===== src/rtl/brick_pkg.sv =====
// Shared brick-health definitions: damage-writer FSM states and the default
// board geometry used by the damage writer, win checker and level loader.
package brick_pkg;

   localparam int DEF_BRICK_COUNT = 64;
   localparam int DEF_INDEX_W     = 6;
   localparam int DEF_HEALTH_W    = 3;

   typedef enum logic [1:0] {
      IDLE,
      READ,
      UPDATE
   } dmg_state_t;

endpackage


===== src/rtl/brick_damage_writer.sv =====
// Read-modify-write of brick health on a hit; one game_write pulse per health
// point actually removed, plus a brick_destroyed pulse when health hits zero.
module brick_damage_writer
   import brick_pkg::*;
#(
   parameter int BRICK_COUNT = DEF_BRICK_COUNT,
   parameter int INDEX_W     = DEF_INDEX_W,
   parameter int HEALTH_W    = DEF_HEALTH_W
) (
   input  logic                clk,
   input  logic                resetn,
   input  logic                hit_valid,
   input  logic [INDEX_W-1:0]  hit_index,
   output logic                hit_ready,
   output logic [INDEX_W-1:0]  mem_addr,
   input  logic [HEALTH_W-1:0] mem_rdata,
   output logic                mem_we,
   output logic [HEALTH_W-1:0] mem_wdata,
   output logic                game_write,
   output logic                brick_destroyed,
   output logic [INDEX_W-1:0]  destroyed_index
);

   dmg_state_t         state_q, state_d;
   logic [INDEX_W-1:0] idx_q, idx_d;
   logic               in_range;

   assign in_range = (32'(hit_index) < 32'(BRICK_COUNT));
   assign mem_addr = idx_q;

   always_ff @(posedge clk or negedge resetn) begin
      if (!resetn) begin
         state_q <= IDLE;
         idx_q   <= '0;
      end else begin
         state_q <= state_d;
         idx_q   <= idx_d;
      end
   end

   // Outputs are pure decodes of state_q, so an async reset in UPDATE kills the
   // write and the pulses before the edge that would commit them.
   always_comb begin
      state_d         = state_q;
      idx_d           = idx_q;
      hit_ready       = 1'b0;
      mem_we          = 1'b0;
      mem_wdata       = '0;
      game_write      = 1'b0;
      brick_destroyed = 1'b0;
      destroyed_index = '0;
      case (state_q)
         IDLE: begin
            hit_ready = 1'b1;
            // Out-of-range hits are dropped without touching idx_q, so the RAM
            // address bus never sees an invalid slot.
            if (hit_valid && in_range) begin
               idx_d   = hit_index;
               state_d = READ;
            end
         end
         READ: state_d = UPDATE;
         UPDATE: begin
            state_d = IDLE;
            if (mem_rdata != '0) begin
               mem_we     = 1'b1;
               mem_wdata  = mem_rdata - HEALTH_W'(1);
               game_write = 1'b1;
               if (mem_rdata == HEALTH_W'(1)) begin
                  brick_destroyed = 1'b1;
                  destroyed_index = idx_q;
               end
            end
         end
         default: state_d = IDLE;
      endcase
   end

endmodule


===== config.mk =====
export PLATFORM = sky130hd
export DESIGN_NAME = brick_damage_writer
export DESIGN_NICKNAME = d
export VERILOG_FILES = /design/src/rtl/brick_pkg.sv /design/src/rtl/brick_damage_writer.sv
export SDC_FILE = /design/constraint.sdc
export NUM_CORES = 1
export LEC_CHECK = 0
export CORE_MARGIN = 10
export CORE_UTILIZATION = 25
export DETAILED_ROUTE_END_ITERATION = 6
export SETUP_SLACK_MARGIN = 0.15
export SLEW_MARGIN = 10
export SYNTH_ARGS = -nofsm -noshare
export SYNTH_HDL_FRONTEND = slang
export SYNTH_SLANG_ARGS = --single-unit

===== constraint.sdc =====
create_clock -name clk -period 2.4 [get_ports clk]
set_clock_uncertainty 0.05 [all_clocks]
set_input_delay 0.72 -clock clk [delete_from_list [all_inputs] [get_ports clk]]
set_output_delay 0.72 -clock clk [all_outputs]
set_load 0.005 [all_outputs]

Figure 1. Placement view (run 1).
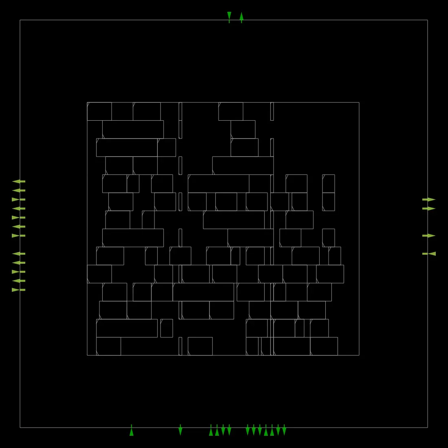
Fill cells: 168
core area: 1559 µm²
Tapcells: 16
num sequential: 8
flop share of the area: 24.77%

Figure 2. Layout detail (run 1).
Window x 16 to 46, y 16 to 46 µm. Cells in grey, sequential cells in the stronger grey; small squares are vias.
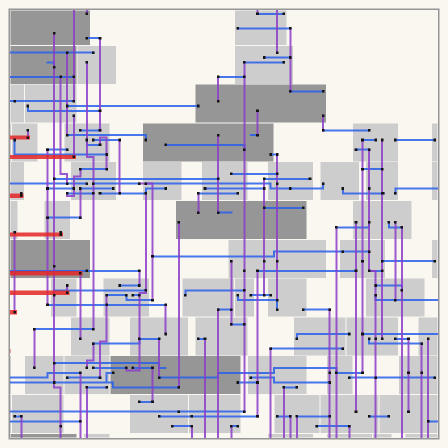
colour	layer
blue	met1
purple	met2
red	met3
netlist names of flops here include	mem_addr (5), state_q (2)
sequential cells in the window	7
most frequent	dfrtp_1 (7), and4_1 (6), clkdlybuf4s50_1 (6)
cells with their middle in the window	46

==> impl_metrics.env, run 1 <==
# flow metrics
export IMPL_worstMarginPinSlew_ns=0.3917
export IMPL_hp_class="flop to flop"
export IMPL_busiest_layer="met2"
export IMPL_path_clk_slew_ns=0.05
export IMPL_topCellsByArea="dfrtp_1 47%, mux2_2 16%, and4_1 12%"
export IMPL_firstDrtPassIters=2
export IMPL_status="finished clean"
export IMPL_yosysCellCount=36
export IMPL_ios=31
export IMPL_r2r_end="mem_addr[3]"
export IMPL_edf_count=0
export IMPL_place_ws_ns=-0.6744
export IMPL_synthMuxAreaShare_pct=15.79
export IMPL_crit_end="destroyed_index[3]"
export IMPL_clockBufferDepth=2
export IMPL_clock_sinks=8
export IMPL_grt_ovfl_total=0
export IMPL_ys_top_logic_family="simple AND/OR/NAND/NOR gates"
export IMPL_wl_met1_um=485
export IMPL_post_synth_num_cell_types=16
export IMPL_async_reset_ff_share_pct=100.0
export IMPL_ys_flops=8
export IMPL_hold_ws_ns=0.4827
export IMPL_ys_seq_share_pct=46.78
export IMPL_max_freq_ghz=0.4447
Figure 3. Gate-type map (run 1).
Scale: 6 px per µm.
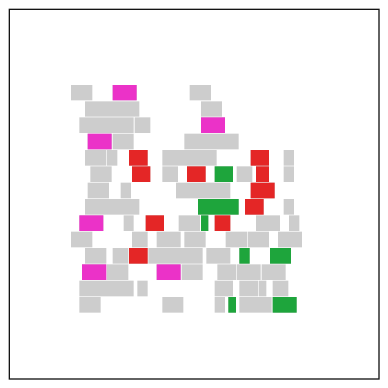
colour	family	cells
green	NOR gates	7
magenta	multiplexers	6
red	AND and OR gates	10

==> run 1: worst min-delay path by stage <==
stage / from / endpoint / slack (ns) / cells after the start
CTS: mem_addr[0] / mem_addr[0] / 0.49 / 1
detailed placement: mem_addr[0] / mem_addr[0] / 0.47 / 1
global route: mem_addr[0] / mem_addr[0] / 0.50 / 1
finish: mem_addr[0] / mem_addr[0] / 0.48 / 1
floorplan: resetn / mem_addr[0] / 0.37 / 0
global placement: mem_addr[1] / mem_addr[1] / 0.46 / 1
==> run 1: critical path, delay by kind of cell <==
family | cells | cell delay, ns
buf+inv | 5 | 0.52
simple gates | 2 | 0.23
==> run 1: Yosys cell counts, types with 2 or more instances <==
cell type / instances
dfrtp_1: 8
and4_1: 6
mux2_2: 6
nor2_1: 3
nor3_1: 2
Figure 4. Routed metal, one colour a layer (run 1).
Scale: 6 px per µm. Only two layers are drawn.
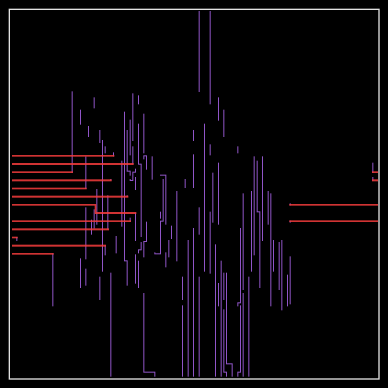

==> inputs of run 2 (changes only) <==
Settings changed: CORE_AREA from default to 10 10 47 49, CORE_MARGIN 10 to default, CORE_UTILIZATION 25 to default, DIE_AREA from default to 0 0 57 59, PLACE_DENSITY from default to 0.76.
Figure 5. Routed metal, one colour a layer (run 2).
Scale: 6 px per µm. Only two layers are drawn.
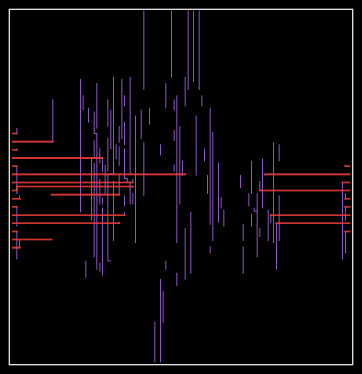
colour	layer	wire length
red	met3	209 µm
purple	met2	631 µm
detailed-route via count: 434
Routed WL per cell: 16.66 µm
Overall Global Routing Usage: 9.325%
drt total wl: 1483 µm

Figure 6. Layout detail (run 2).
Window x 14 to 44, y 14 to 44 µm. Cells in grey, sequential cells in the stronger grey; small squares are vias.
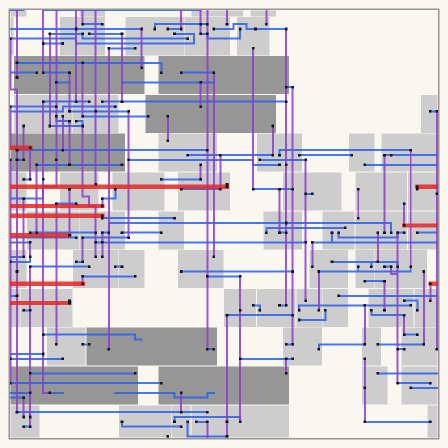
colour	layer
blue	met1
red	met3
purple	met2
most frequent	dfrtp_1 (7), and4_1 (6), buf_2 (6)
cells with their middle in the window	53
netlist names of flops here include	mem_addr (5), state_q (2)
sequential cells in the window	7

==> impl_metrics.env, run 2 <==
# flow metrics
export IMPL_place_ws_ns=-0.7155
export IMPL_post_synth_num_cell_types=16
export IMPL_topCellsByArea="dfrtp_1 47%, mux2_2 16%, and4_1 12%"
export IMPL_min_to="mem_addr[5]"
export IMPL_max_freq_ghz=0.4527
export IMPL_status="finished clean"
export IMPL_hp_start="mem_addr[5]"
export IMPL_common_cells="8 x dfrtp_1, 6 x and4_1, 6 x mux2_2, 3 x nor2_1, 2 x nor3_1"
export IMPL_sh_seq_area_pct=25.72
export IMPL_crit_end="mem_wdata[1]"
export IMPL_taps=16
export IMPL_firstDrtPassIters=3
export IMPL_r2r_end="mem_addr[3]"
export IMPL_ys_seq_share_pct=46.78
export IMPL_most_common_cell="dfrtp_1"
export IMPL_yosysCellCount=36
export IMPL_design_core_area_um2=1401
export IMPL_seq_cells=8
export IMPL_clock_sinks=8
export IMPL_ios=31
export IMPL_clockBufferDepth=2
export IMPL_async_reset_ff_share_pct=100.0
export IMPL_worstHoldPathCells=1
export IMPL_wl_met1_um=636
Figure 7. Gate-type map (run 2).
Scale: 6 px per µm.
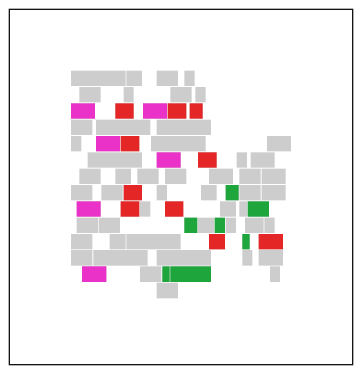
colour	family	cells
red	AND and OR gates	10
green	NOR gates	7
magenta	multiplexers	6

run 2: critical path: cells and delay by family:
family                 cells  cell delay, ns
AND-OR/OR-AND              1            0.13
AND/OR/NAND/NOR            1            0.38
buffers and inverters      2            0.21
run 2: power groups by stage:
stage	Combinational (mW)	Clock (mW)	Sequential, mW
after floorplan	0.0564	0	0.192
after global placement	0.172	0	0.190
after detailed placement	0.176	0	0.195
after CTS	0.174	0.107	0.193
after global routing	0.191	0.111	0.199
final	0.173	0.103	0.193
run 2: cell families after synthesis:
group / share of synthesized area, %
AND-OR/OR-AND: 3.508
buffers and inverters: 2.631
multiplexers: 15.79
flip-flops: 46.78
AND/OR/NAND/NOR: 31.29
run 2: metal layers:
metal,up-vias,track usage (%)
met5,-,0
met4,0,5.034
met3,2,5.365
met2,24,12.87
met1,199,11.06
li1,209,-
Power is estimated from default activity; no workload was simulated.
